==> config.mk <==
export PLATFORM = sky130hd
export DESIGN_NAME = alarm_clock_multi
export DESIGN_NICKNAME = d
export VERILOG_FILES = /design/src/rtl/alarm_clock_multi.sv
export SDC_FILE = /design/constraint.sdc
export NUM_CORES = 1
export LEC_CHECK = 0
export ABC_CLOCK_PERIOD_IN_PS = 7900
export CORE_ASPECT_RATIO = 0.5
export CORE_UTILIZATION = 55
export CTS_BUF_LIST = sky130_fd_sc_hd__clkbuf_2 sky130_fd_sc_hd__clkbuf_4 sky130_fd_sc_hd__clkbuf_8
export DETAILED_ROUTE_END_ITERATION = 8
export PLACE_DENSITY = 0.74
export SYNTH_ARGS = -nofsm -noshare
export SYNTH_HDL_FRONTEND = slang
export SYNTH_SLANG_ARGS = --single-unit
==> constraint.sdc <==
create_clock -name ck -period 7.9 [get_ports ck]
set_clock_uncertainty 0.1 [all_clocks]
set_input_delay 1.58 -clock ck [delete_from_list [all_inputs] [get_ports ck]]
set_output_delay 1.58 -clock ck [all_outputs]
set_load 0.03 [all_outputs]
==> src/rtl/alarm_clock_multi.sv <==
// Alarm clock with N independent alarms, a shared ring/snooze state machine
// and a single view selector used for both display and button editing.
// Time and alarm values are held in binary; the display digits are a purely
// combinational BCD conversion of whichever value is currently in view.
module alarm_clock_multi #(
  parameter int CLK_HZ     = 100000000,
  parameter int N_ALARMS   = 4,
  parameter int SNOOZE_MIN = 5,
  parameter int RING_MIN   = 1
) (
  input  logic                                             ck,
  input  logic                                             reset,
  input  logic                                             mode_p,
  input  logic                                             hh_p,
  input  logic                                             mm_p,
  input  logic                                             en_p,
  input  logic                                             snooze_p,
  input  logic                                             stop_p,
  output logic [$clog2(N_ALARMS+1)-1:0]                    sel,
  output logic [15:0]                                      digits,
  output logic                                             sec_blink,
  output logic [N_ALARMS-1:0]                              alarm_en,
  output logic                                             ringing,
  output logic [((N_ALARMS > 1) ? $clog2(N_ALARMS) : 1)-1:0] ring_idx
);

  localparam int SW = $clog2(N_ALARMS + 1);
  localparam int IW = (N_ALARMS > 1) ? $clog2(N_ALARMS) : 1;
  localparam int PW = (CLK_HZ > 1) ? $clog2(CLK_HZ) : 1;

  localparam logic [PW-1:0] PRESC_LAST  = PW'(CLK_HZ - 1);
  localparam logic [SW-1:0] SEL_LAST    = SW'(N_ALARMS);
  localparam logic [5:0]    RING_LOAD   = 6'(RING_MIN);
  localparam logic [5:0]    SNOOZE_LOAD = 6'(SNOOZE_MIN);

  typedef enum logic [1:0] {
    ST_IDLE   = 2'd0,
    ST_RING   = 2'd1,
    ST_SNOOZE = 2'd2
  } ring_st_e;

  // ---------------------------------------------------------------------
  // Helpers
  // ---------------------------------------------------------------------
  function automatic logic [5:0] inc60(input logic [5:0] v);
    if (v >= 6'd59) begin
      inc60 = 6'd0;
    end else begin
      inc60 = v + 6'd1;
    end
  endfunction

  function automatic logic [4:0] inc24(input logic [4:0] v);
    if (v >= 5'd23) begin
      inc24 = 5'd0;
    end else begin
      inc24 = v + 5'd1;
    end
  endfunction

  // Two-digit BCD of a 0..59 binary value.
  function automatic logic [7:0] to_bcd(input logic [5:0] v);
    logic [3:0] tens;
    logic [5:0] rem;
    if (v >= 6'd50) begin
      tens = 4'd5; rem = v - 6'd50;
    end else if (v >= 6'd40) begin
      tens = 4'd4; rem = v - 6'd40;
    end else if (v >= 6'd30) begin
      tens = 4'd3; rem = v - 6'd30;
    end else if (v >= 6'd20) begin
      tens = 4'd2; rem = v - 6'd20;
    end else if (v >= 6'd10) begin
      tens = 4'd1; rem = v - 6'd10;
    end else begin
      tens = 4'd0; rem = v;
    end
    to_bcd = {tens, rem[3:0]};
  endfunction

  // ---------------------------------------------------------------------
  // State
  // ---------------------------------------------------------------------
  logic [PW-1:0] presc_q, presc_d;
  logic [5:0]    sec_q, sec_d;
  logic [5:0]    min_q, min_d;
  logic [4:0]    hr_q, hr_d;
  logic [4:0]    al_hr_q  [N_ALARMS];
  logic [4:0]    al_hr_d  [N_ALARMS];
  logic [5:0]    al_min_q [N_ALARMS];
  logic [5:0]    al_min_d [N_ALARMS];
  logic [N_ALARMS-1:0] en_q, en_d;
  logic [SW-1:0] sel_q, sel_d;
  ring_st_e      st_q, st_d;
  logic [IW-1:0] ridx_q, ridx_d;
  logic [5:0]    tmr_q, tmr_d;

  logic          sec_tick;
  logic          view_clk;
  logic [IW-1:0] view_idx;
  logic          clk_edit;
  logic          min_roll;
  logic          match_any;
  logic [IW-1:0] match_idx;
  logic [4:0]    view_hr;
  logic [5:0]    view_min;

  // Prescaler: one sec_tick per CLK_HZ cycles, on the last count.
  always_comb begin
    sec_tick = (presc_q == PRESC_LAST);
    if (sec_tick) begin
      presc_d = '0;
    end else begin
      presc_d = presc_q + PW'(1);
    end
  end

  // View decode: sel 0 shows the clock, sel k shows alarm k-1.
  always_comb begin
    view_clk = (sel_q == '0);
    view_idx = IW'(sel_q - SW'(1));
  end

  // Clock time next-state; button edits override the tick carry chain.
  always_comb begin
    clk_edit = view_clk && (hh_p || mm_p);
    // A natural minute rollover only; any clock edit that cycle suppresses it.
    min_roll = sec_tick && (sec_q == 6'd59) && !clk_edit;

    if (view_clk && mm_p) begin
      sec_d = 6'd0;
    end else if (sec_tick) begin
      sec_d = inc60(sec_q);
    end else begin
      sec_d = sec_q;
    end

    if (view_clk && mm_p) begin
      min_d = inc60(min_q);
    end else if (min_roll) begin
      min_d = inc60(min_q);
    end else begin
      min_d = min_q;
    end

    if (view_clk && hh_p) begin
      hr_d = inc24(hr_q);
    end else if (min_roll && (min_q == 6'd59)) begin
      hr_d = inc24(hr_q);
    end else begin
      hr_d = hr_q;
    end
  end

  // Alarm edits, enable toggles and view selection.
  always_comb begin
    al_hr_d  = al_hr_q;
    al_min_d = al_min_q;
    en_d     = en_q;
    if (!view_clk) begin
      if (hh_p) begin
        al_hr_d[view_idx] = inc24(al_hr_q[view_idx]);
      end else begin
        al_hr_d[view_idx] = al_hr_q[view_idx];
      end
      if (mm_p) begin
        al_min_d[view_idx] = inc60(al_min_q[view_idx]);
      end else begin
        al_min_d[view_idx] = al_min_q[view_idx];
      end
      if (en_p) begin
        en_d[view_idx] = ~en_q[view_idx];
      end else begin
        en_d[view_idx] = en_q[view_idx];
      end
    end else begin
      en_d = en_q;
    end

    if (mode_p) begin
      if (sel_q >= SEL_LAST) begin
        sel_d = '0;
      end else begin
        sel_d = sel_q + SW'(1);
      end
    end else begin
      sel_d = sel_q;
    end
  end

  // Alarm match against the post-rollover HH:MM; lowest index wins.
  always_comb begin
    match_any = 1'b0;
    match_idx = '0;
    for (int i = N_ALARMS - 1; i >= 0; i--) begin
      if (min_roll && en_q[i] && (al_hr_q[i] == hr_d) && (al_min_q[i] == min_d)) begin
        match_any = 1'b1;
        match_idx = IW'(i);
      end else begin
        match_any = match_any;
      end
    end
  end

  // Ring FSM next-state: IDLE -> RING -> SNOOZE with a minute countdown.
  always_comb begin
    st_d   = st_q;
    ridx_d = ridx_q;
    tmr_d  = tmr_q;
    case (st_q)
      ST_IDLE: begin
        if (match_any) begin
          st_d   = ST_RING;
          ridx_d = match_idx;
          tmr_d  = RING_LOAD;
        end else begin
          st_d = ST_IDLE;
        end
      end
      ST_RING: begin
        if (!en_d[ridx_q] || stop_p) begin
          st_d = ST_IDLE;
        end else if (snooze_p) begin
          st_d  = ST_SNOOZE;
          tmr_d = SNOOZE_LOAD;
        end else if (min_roll) begin
          if (tmr_q <= 6'd1) begin
            st_d  = ST_IDLE;
            tmr_d = 6'd0;
          end else begin
            tmr_d = tmr_q - 6'd1;
          end
        end else begin
          st_d = ST_RING;
        end
      end
      ST_SNOOZE: begin
        if (!en_d[ridx_q] || stop_p) begin
          st_d = ST_IDLE;
        end else if (min_roll) begin
          if (tmr_q <= 6'd1) begin
            st_d  = ST_RING;
            tmr_d = RING_LOAD;
          end else begin
            tmr_d = tmr_q - 6'd1;
          end
        end else begin
          st_d = ST_SNOOZE;
        end
      end
      default: begin
        st_d = ST_IDLE;
      end
    endcase
  end

  // All state registers share one asynchronous active-low reset.
  always_ff @(posedge ck or negedge reset) begin
    if (!reset) begin
      presc_q <= '0;
      sec_q   <= 6'd0;
      min_q   <= 6'd0;
      hr_q    <= 5'd0;
      for (int i = 0; i < N_ALARMS; i++) begin
        al_hr_q[i]  <= 5'd0;
        al_min_q[i] <= 6'd0;
      end
      en_q    <= '0;
      sel_q   <= '0;
      st_q    <= ST_IDLE;
      ridx_q  <= '0;
      tmr_q   <= 6'd0;
    end else begin
      presc_q  <= presc_d;
      sec_q    <= sec_d;
      min_q    <= min_d;
      hr_q     <= hr_d;
      al_hr_q  <= al_hr_d;
      al_min_q <= al_min_d;
      en_q     <= en_d;
      sel_q    <= sel_d;
      st_q     <= st_d;
      ridx_q   <= ridx_d;
      tmr_q    <= tmr_d;
    end
  end

  // Display: BCD of the viewed value, combinational from registered state.
  always_comb begin
    if (view_clk) begin
      view_hr  = hr_q;
      view_min = min_q;
    end else begin
      view_hr  = al_hr_q[view_idx];
      view_min = al_min_q[view_idx];
    end
    digits = {to_bcd({1'b0, view_hr}), to_bcd(view_min)};
  end

  assign sel       = sel_q;
  assign sec_blink = sec_q[0];
  assign alarm_en  = en_q;
  assign ringing   = (st_q == ST_RING);
  assign ring_idx  = ridx_q;

endmodule
Fig. 1: signal wires on met1
(3 px per µm) Supply wires on this layer in gray.
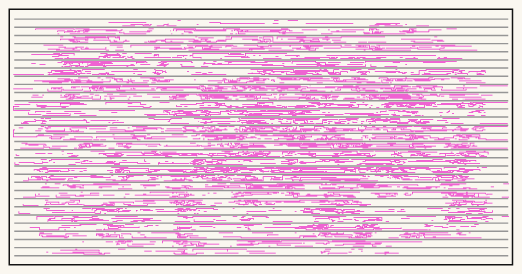
wire length on this layer: 9360 µm
share of all routed wire: 46%
nets with wire on the layer: 840

Fig. 2: a small window of the routed layout
Window x 69 to 99, y 44 to 74 µm. Cells in gray, sequential cells in the stronger gray; small squares are vias.
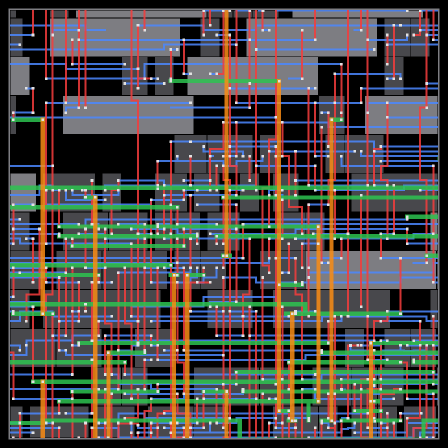
[met3] green
[met2] red
[met1] blue
[met4] orange
sequential cells in the window: 6
most frequent: a21oi_1 (10), nor2_1 (9), dfrtp_1 (6)
cells with their middle in the window: 65
netlist names of flops here include: `al_min_q` (5), `min_q` (1)

Fig. 3: track usage over the die
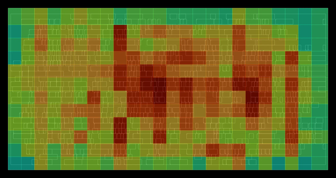
grt met3 use: 0.0952
gr usage total: 0.299
M1 GR Usage: 0.427

Fig. 4: metal layers overlaid
(3 px per µm) Only two layers are drawn.
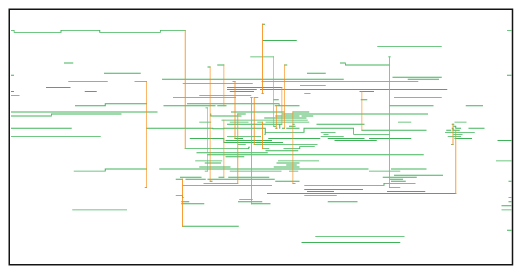
[met4] orange | wire length: 479 µm
[met3] green | wire length: 2050 µm

==> results_slide.txt <==
Key Metrics from the Run

Pwr
  • Static Leakage: 3.49 nW

Clock network
  • Clock Tree Root: clkbuf_8
  • CTS Buf Count: 9
  • H-tree levels: 3

Outcome
  • Status: complete, no violations

Placement
  • Final Wtd Congestion: 1.07
  • Placed Area: a little under 8000 µm²
  • IO buf count: 31

Critical path
  • CP Launch Type: register

Floorplanning
  • Fp util: 0.578
  • Die height: between 80 and 90 µm

GRT
  • Number of global-route vias before repair: 6056
  • Global-route wire length before repair: around 33 mm

Final timing
  • Setup violations, final: 0
  • Crit path setup slack, layout: 1390 ps
  • Fin Hold WS: 395 ps

Synth
  • FA/HA/MAJ Cells, Area Fraction: 0.0483
  • Seq cells post-synth: 105
  • Syn Inst Count: ~860
  • Aoi share: 0.192
  • Yosys top cell by area: dfrtp_1
  • Netlist cell types: 77
  • Count leader, synth: nor2_1

Route
  • Met2 WL: 8.47 mm
  • WL final: 20.4 mm
-- worst paths after layout --
| kind | from | end | cells after the start |
|---|---|---|---|
| max reg2reg | sel[1]$_DFFE_PN0P_ | tmr_q[1]$_DFFE_PN0P_ | 12 |
| max | sel[1]$_DFFE_PN0P_ | digits[2] | 13 |
| max in group asynchronous | reset | al_hr_q[10]$_DFFE_PN0P_ | 2 |
| min reg2reg | presc_q[25]$_DFF_PN0_ | presc_q[25]$_DFF_PN0_ | 1 |
| min | presc_q[25]$_DFF_PN0_ | presc_q[25]$_DFF_PN0_ | 1 |
| min in group asynchronous | reset | presc_q[11]$_DFF_PN0_ | 1 |
-- critical path, cell delays in order (launching register included) --
cell and delay, ps:
dfrtp_1 410, inv_1 100, ha_1 770, mux4_2 470, mux2i_1 540, nand2_1 100
a211o_1 310, a31oi_1 240, inv_1 90, o211ai_1 170, o21ai_1 90, a221o_1 330
mux2i_1 130, clkdlybuf4s50_1 680
-- cell families (layout without fill, tap and decap cells) --
family / Yosys count / count (layout)
simple gates: 345 / 345
xor+xnor: 46 / 46
fa+ha+maj: 29 / 29
flops: 105 / 105
compound gates: 224 / 224
buf+inv: 72 / 89
other cells: 1 / 3
mux: 37 / 37
-- stage by stage --
stage                     power, mW  cells
after detailed placement       3.41   1033
after global routing           4.06   1048
after CTS                      3.78   1048
final                          3.81   1048
after floorplan                2.63    861
after global placement         3.38   1033
-- power by group --
| group | total (mW) | internal, mW | switching [mW] |
|---|---|---|---|
| clock network | 0.355 | 0.156 | 0.199 |
| registers | 0.910 | 0.681 | 0.229 |
| logic | 2.55 | 1.03 | 1.52 |
-- metal layers --
metal  global-route usage  up-vias
li1                     -     3137
met1                0.427     3193
met2                0.433      290
met3               0.0952       54
met4               0.0876        0
met5                    0        -
-- layout make-up --
class | count | area (µm²)
Clock buffer | 10 | 138
Clock inverter | 5 | 62.6
Fill cell | 1120 | 4840
Inverter | 34 | 128
Multi-Input combinational cell | 684 | 4610
Sequential cell | 105 | 2630
Tap cell | 170 | 213
Timing Repair Buffer | 40 | 375
-- registers in the layout, indices dropped and copies added, names as in the netlist --
name	cells
alarm_en	4
tmr_q	6
al_min_q	24
hr_q	5
sec_q	6
al_hr_q	20
sel	3
min_q	6
ring_idx	2
presc_q	27
st_q	2
-- layout by cell type, fill, tap and decap left out, types with 11 or more instances in the layout --
cell type	count
nor2_1	106
dfrtp_1	105
a21oi_1	85
nand2_1	55
o21ai_0	42
nand3_1	36
inv_1	34
clkdlybuf4s50_1	30
xnor2_1	29
ha_1	29
nor3_1	24
and3_1	23
xor2_1	17
mux4_2	13
a21o_1	13
mux2_2	13
nand2b_1	12
or3_1	11
and2_1	11
No activity file was given, so power comes from the tool's default toggle rates.
